[src/rtl/dcache_pkg.sv]
`default_nettype none
// +------------------------------------------------------------------------+
// | Package : dcache_pkg                                                   |
// | Shared data-cache definitions: line geometry, word-size constants and  |
// | the write-back buffer FSM state encoding.                              |
// | Revision: 1.0 - initial release                                        |
// +------------------------------------------------------------------------+
package dcache_pkg;

  // Byte-offset bits per cache line (32-byte lines by default).
  localparam int CACHE_B    = 5;
  // Memory word geometry.
  localparam int WORD_BITS  = 32;
  localparam int WORD_OFF_B = 2;

  typedef enum logic [1:0] {
    WB_IDLE      = 2'd0,
    WB_SEND      = 2'd1,
    WB_WAIT_RESP = 2'd2
  } wb_state_e;

  // Number of 32-bit words in a line of 2**offset_width bytes.
  function automatic int words_per_line(input int offset_width);
    return 1 << (offset_width - WORD_OFF_B);
  endfunction

endpackage
`default_nettype wire

[src/rtl/dcache_wb_beat_counter.sv]
`default_nettype none
// +------------------------------------------------------------------------+
// | Module  : dcache_wb_beat_counter                                       |
// | Beat index for a line write-back. Cleared on capture, advanced on each |
// | accepted beat, saturates at the final beat; flags the final beat.      |
// | Ports   : clk, reset   - clock / synchronous active-high reset         |
// |           clear        - restart at beat 0                             |
// |           advance      - current beat accepted by memory               |
// |           active       - a line is being streamed (qualifies last)     |
// |           beat         - current beat index                            |
// |           last         - current beat is the final beat of the line    |
// | Revision: 1.0 - initial release                                        |
// +------------------------------------------------------------------------+
module dcache_wb_beat_counter #(
  parameter int BEAT_W = 3
) (
  input  logic              clk,
  input  logic              reset,
  input  logic              clear,
  input  logic              advance,
  input  logic              active,
  output logic [BEAT_W-1:0] beat,
  output logic              last
);

  // Line word count is a power of two, so the final beat is all ones.
  localparam logic [BEAT_W-1:0] LAST_BEAT = '1;

  logic [BEAT_W-1:0] r_beat;

  always_ff @(posedge clk) begin
    if (reset || clear) begin
      r_beat <= '0;
    end else if (advance && (r_beat != LAST_BEAT)) begin
      // Saturate: the final accepted beat leaves the index at LAST_BEAT.
      r_beat <= r_beat + 1'b1;
    end
  end

  assign beat = r_beat;
  assign last = active && (r_beat == LAST_BEAT);

endmodule
`default_nettype wire

[src/rtl/dcache_writeback_buffer.sv]
`default_nettype none
// +------------------------------------------------------------------------+
// | Module  : dcache_writeback_buffer                                      |
// | Holds one dirty victim line and streams it to memory one 32-bit beat   |
// | at a time, then waits for the write-complete response. Flags refills   |
// | that target the held line until the write has completed.              |
// | Ports   : clk, reset              - clock / sync active-high reset     |
// |           evict_valid/ready/addr/data - victim line handshake          |
// |           wr_req/addr/data/last, wr_ready - memory write beat channel  |
// |           wr_resp                 - memory write-complete pulse        |
// |           rd_check_addr, rd_conflict - refill hazard check             |
// |           busy                    - buffer occupied                    |
// | Revision: 1.0 - initial release                                        |
// +------------------------------------------------------------------------+
module dcache_writeback_buffer
  import dcache_pkg::*;
#(
  parameter int OFFSET_WIDTH = CACHE_B,
  parameter int WORDS        = words_per_line(OFFSET_WIDTH)
) (
  input  logic                    clk,
  input  logic                    reset,
  input  logic                    evict_valid,
  output logic                    evict_ready,
  input  logic [31:0]             evict_addr,
  input  logic [WORD_BITS*WORDS-1:0] evict_data,
  output logic                    wr_req,
  output logic [31:0]             wr_addr,
  output logic [31:0]             wr_data,
  output logic                    wr_last,
  input  logic                    wr_ready,
  input  logic                    wr_resp,
  input  logic [31:0]             rd_check_addr,
  output logic                    rd_conflict,
  output logic                    busy
);

  localparam int BEAT_W = OFFSET_WIDTH - WORD_OFF_B;

  // WORDS is derived from the line size; an independent override would
  // break the beat-index width below.
  if (WORDS != (1 << BEAT_W)) begin : g_words_check
    $error("WORDS must equal 2**(OFFSET_WIDTH-2)");
  end

  wb_state_e          r_state;
  logic [31:0]        r_base;
  logic [31:0]        r_line [WORDS];
  logic [BEAT_W-1:0]  w_beat;
  logic               w_last;
  logic               w_capture;
  logic               w_unused_offsets;

  assign w_capture = (r_state == WB_IDLE) && evict_valid;

  dcache_wb_beat_counter #(
    .BEAT_W (BEAT_W)
  ) u_beat_counter (
    .clk     (clk),
    .reset   (reset),
    .clear   (w_capture),
    .advance ((r_state == WB_SEND) && wr_ready),
    .active  (r_state == WB_SEND),
    .beat    (w_beat),
    .last    (w_last)
  );

  always_ff @(posedge clk) begin
    if (reset) begin
      r_state <= WB_IDLE;
      r_base  <= '0;
      for (int i = 0; i < WORDS; i++) begin
        r_line[i] <= '0;
      end
    end else begin
      case (r_state)
        WB_IDLE: begin
          if (evict_valid) begin
            r_base <= {evict_addr[31:OFFSET_WIDTH], {OFFSET_WIDTH{1'b0}}};
            for (int i = 0; i < WORDS; i++) begin
              r_line[i] <= evict_data[WORD_BITS*i +: WORD_BITS];
            end
            r_state <= WB_SEND;
          end
        end
        WB_SEND: begin
          if (wr_ready && w_last) begin
            r_state <= WB_WAIT_RESP;
          end
        end
        WB_WAIT_RESP: begin
          if (wr_resp) begin
            r_state <= WB_IDLE;
          end
        end
        default: r_state <= WB_IDLE;
      endcase
    end
  end

  assign evict_ready = (r_state == WB_IDLE);
  assign wr_req      = (r_state == WB_SEND);
  assign busy        = (r_state != WB_IDLE);
  assign wr_last     = w_last;
  assign wr_data     = r_line[w_beat];
  // Base has a zero offset field, so the beat address is a pure splice:
  // nothing can carry into the tag.
  assign wr_addr     = {r_base[31:OFFSET_WIDTH], w_beat, {WORD_OFF_B{1'b0}}};

  // Held until the FSM leaves WAIT_RESP so a refill cannot overtake the write.
  assign rd_conflict = busy &&
                       (rd_check_addr[31:OFFSET_WIDTH] == r_base[31:OFFSET_WIDTH]);

  assign w_unused_offsets = ^{evict_addr[OFFSET_WIDTH-1:0],
                              rd_check_addr[OFFSET_WIDTH-1:0]};

endmodule
`default_nettype wire

[config.mk]
export PLATFORM = sky130hd
export DESIGN_NAME = dcache_writeback_buffer
export DESIGN_NICKNAME = d
export VERILOG_FILES = /design/src/rtl/dcache_pkg.sv /design/src/rtl/dcache_wb_beat_counter.sv /design/src/rtl/dcache_writeback_buffer.sv
export SDC_FILE = /design/constraint.sdc
export NUM_CORES = 1
export LEC_CHECK = 0
export ABC_CLOCK_PERIOD_IN_PS = 17480
export CORE_MARGIN = 5
export CORE_UTILIZATION = 51
export DETAILED_ROUTE_END_ITERATION = 16
export PLACE_DENSITY = 0.88
export SETUP_SLACK_MARGIN = 0.05
export SLEW_MARGIN = 30
export SYNTH_ARGS = -nofsm -noshare
export SYNTH_HDL_FRONTEND = slang
export SYNTH_SLANG_ARGS = --single-unit
[constraint.sdc]
create_clock -name clk -period 17.48 [get_ports clk]
set_input_delay 5.244 -clock clk [delete_from_list [all_inputs] [get_ports clk]]
set_output_delay 5.244 -clock clk [all_outputs]
set_load 0.1 [all_outputs]
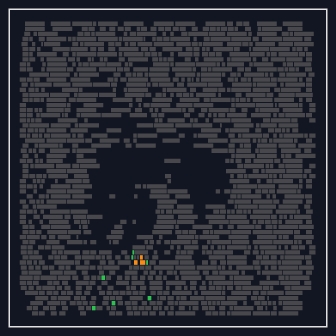
**Above:** gate-type map.
family	color	cells
NAND gates	green	7
inverting AOI/OAI gates	orange	3

==> CHANGELOG.md <==
### Physical design

- Status: completed
- FF-to-FF setup slack: 14.69 ns
- Cells on Worst Hold Path: 1
- Post-layout net count: 1480
- Sink Count: 291
- Critical path endpoint category: output port
- Largest buffer count on any clock path: 3
- Cells after synthesis: 785
- Max-slew violations: 0
- WP buf/inv: 2
- Cell type with the largest total area after synthesis: edfxtp_1
- Seq/Total Area, Yosys: 64.9%
- First-pass GRT wire length: 48900 um
- Die width: 169 um
- Largest register FFs: 256
- Power per Cell Area: 97.4 mW/mm2
- FMAX: 76.1 MHz
- Post-Place Setup Slack: 4.38 ns
- CTS tree: yes
- Total CTS buffers: 30
- # DRC: 0
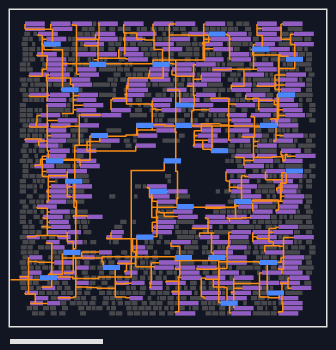
**Above:** clock network drawn from the DEF.
Bar = 50 um.
[flip-flops] purple | count: 291
[clock wires] orange | length: 3360 um
[cells driving clock nets] blue | count: 30
flops lie	all over the die
routed clock nets	31

## placed cells by master, fill, tap and decap left out, drive strengths merged, types with 2 or more instances in the layout
| cell | count |
|---|---|
| mux2 | 32 |
| nor2 | 7 |
| buf | 10 |
| a21oi | 2 |
| mux4 | 64 |
| bufinv | 2 |
| dfxtp | 35 |
| inv | 3 |
| a22o | 27 |
| clkinv | 10 |
| nor4 | 5 |
| ha | 2 |
| nor2b | 64 |
| xor2 | 15 |
| and2 | 193 |
| mux2i | 2 |
| clkbuf | 41 |
| edfxtp | 256 |
| nand2 | 3 |
| nand4 | 4 |
| conb | 2 |
| xnor2 | 13 |
| diode | 2 |
| clkdlybuf4s50 | 379 |
## cell families (layout without fill, tap and decap cells)
logic type	count (synthesis)	count (layout)	synth area share [%]
adder cells (fa/ha/maj)	2	2	0.194
multiplexers	98	98	15.3
other	1	4	0.0290
buffers and inverters	56	446	2.39
AND/OR/NAND/NOR	279	279	13.4
AND-OR/OR-AND	30	30	1.98
flip-flops	291	291	64.9
XOR/XNOR	28	28	1.90
## synthesized netlist by cell type (2+ instances only)
cell type  instances
mux4_1            40
mux2i_1            2
nand2_1            3
ha_1               2
buf_2             12
nand4_1            4
mux4_2            24
buf_6              7
a22o_1            27
clkbuf_2          19
clkbuf_1          12
edfxtp_1         256
mux2_2            32
dfxtp_1           35
and2_1           193
inv_1              2
nor2_1             6
buf_1              2
xnor2_1           13
nor2b_1           64
nor4_1             5
buf_4              2
xor2_1            15
## layout make-up
type / instances / area [um2]
Clock buffer: 41 / 868
Antenna cell: 2 / 5.00
Tap cell: 330 / 413
Timing Repair Buffer: 389 / 3870
Clock inverter: 14 / 119
Fill cell: 1614 / 7110
Multi-Input combinational cell: 439 / 4240
Inverter: 2 / 15.0
Sequential cell: 291 / 8400
## power by group
group / leakage [uW] / total, uW / internal [uW] / switching [uW]
combinational: 0.00317 / 278 / 125 / 153
clock: 0.000491 / 633 / 376 / 257
sequential: 0.00305 / 835 / 816 / 19.0
## metrics by stage
stage               instance area (um2)  total power (uW)  util [%]
floorplan                         12900              1020         -
global placement                  16900              1120      67.6
detailed placement                16900              1130      67.7
CTS                               17900              1760      71.6
global route                      17900              1810      71.6
finish                            17900              1750      71.6
## layer usage
layer	share of wire, %	GRT usage (%)	up-vias	wire length, um
met5	0.31	0	-	101
met4	3.0	6.76	14	985
met3	8.7	5.96	82	2860
met2	52	38.8	339	17100
met1	36	26.9	3962	11900
li1	-	-	3671	-
## worst reg2reg max path, delay by kind of cell, from the launching register on
kind	cells	cell delay [ns]
buffers and inverters	3	1.72
DFF	1	0.33
and+or+nand+nor	1	0.25
AOI/OAI and AO/OA	1	0.09
## worst max path at each step
| stage | endpoint | slack [ns] | from | cells after the start |
|---|---|---|---|---|
| after global routing | rd_conflict | 4.28 | rd_check_addr[16] | 6 |
| after detailed placement | rd_conflict | 4.38 | rd_check_addr[16] | 6 |
| after floorplan | rd_conflict | 3.63 | rd_check_addr[16] | 4 |
| after global placement | rd_conflict | 4.45 | rd_check_addr[16] | 6 |
| after CTS | rd_conflict | 4.37 | rd_check_addr[16] | 6 |
| final | rd_conflict | 4.34 | rd_check_addr[16] | 6 |
Power is estimated from default activity; no workload was simulated.
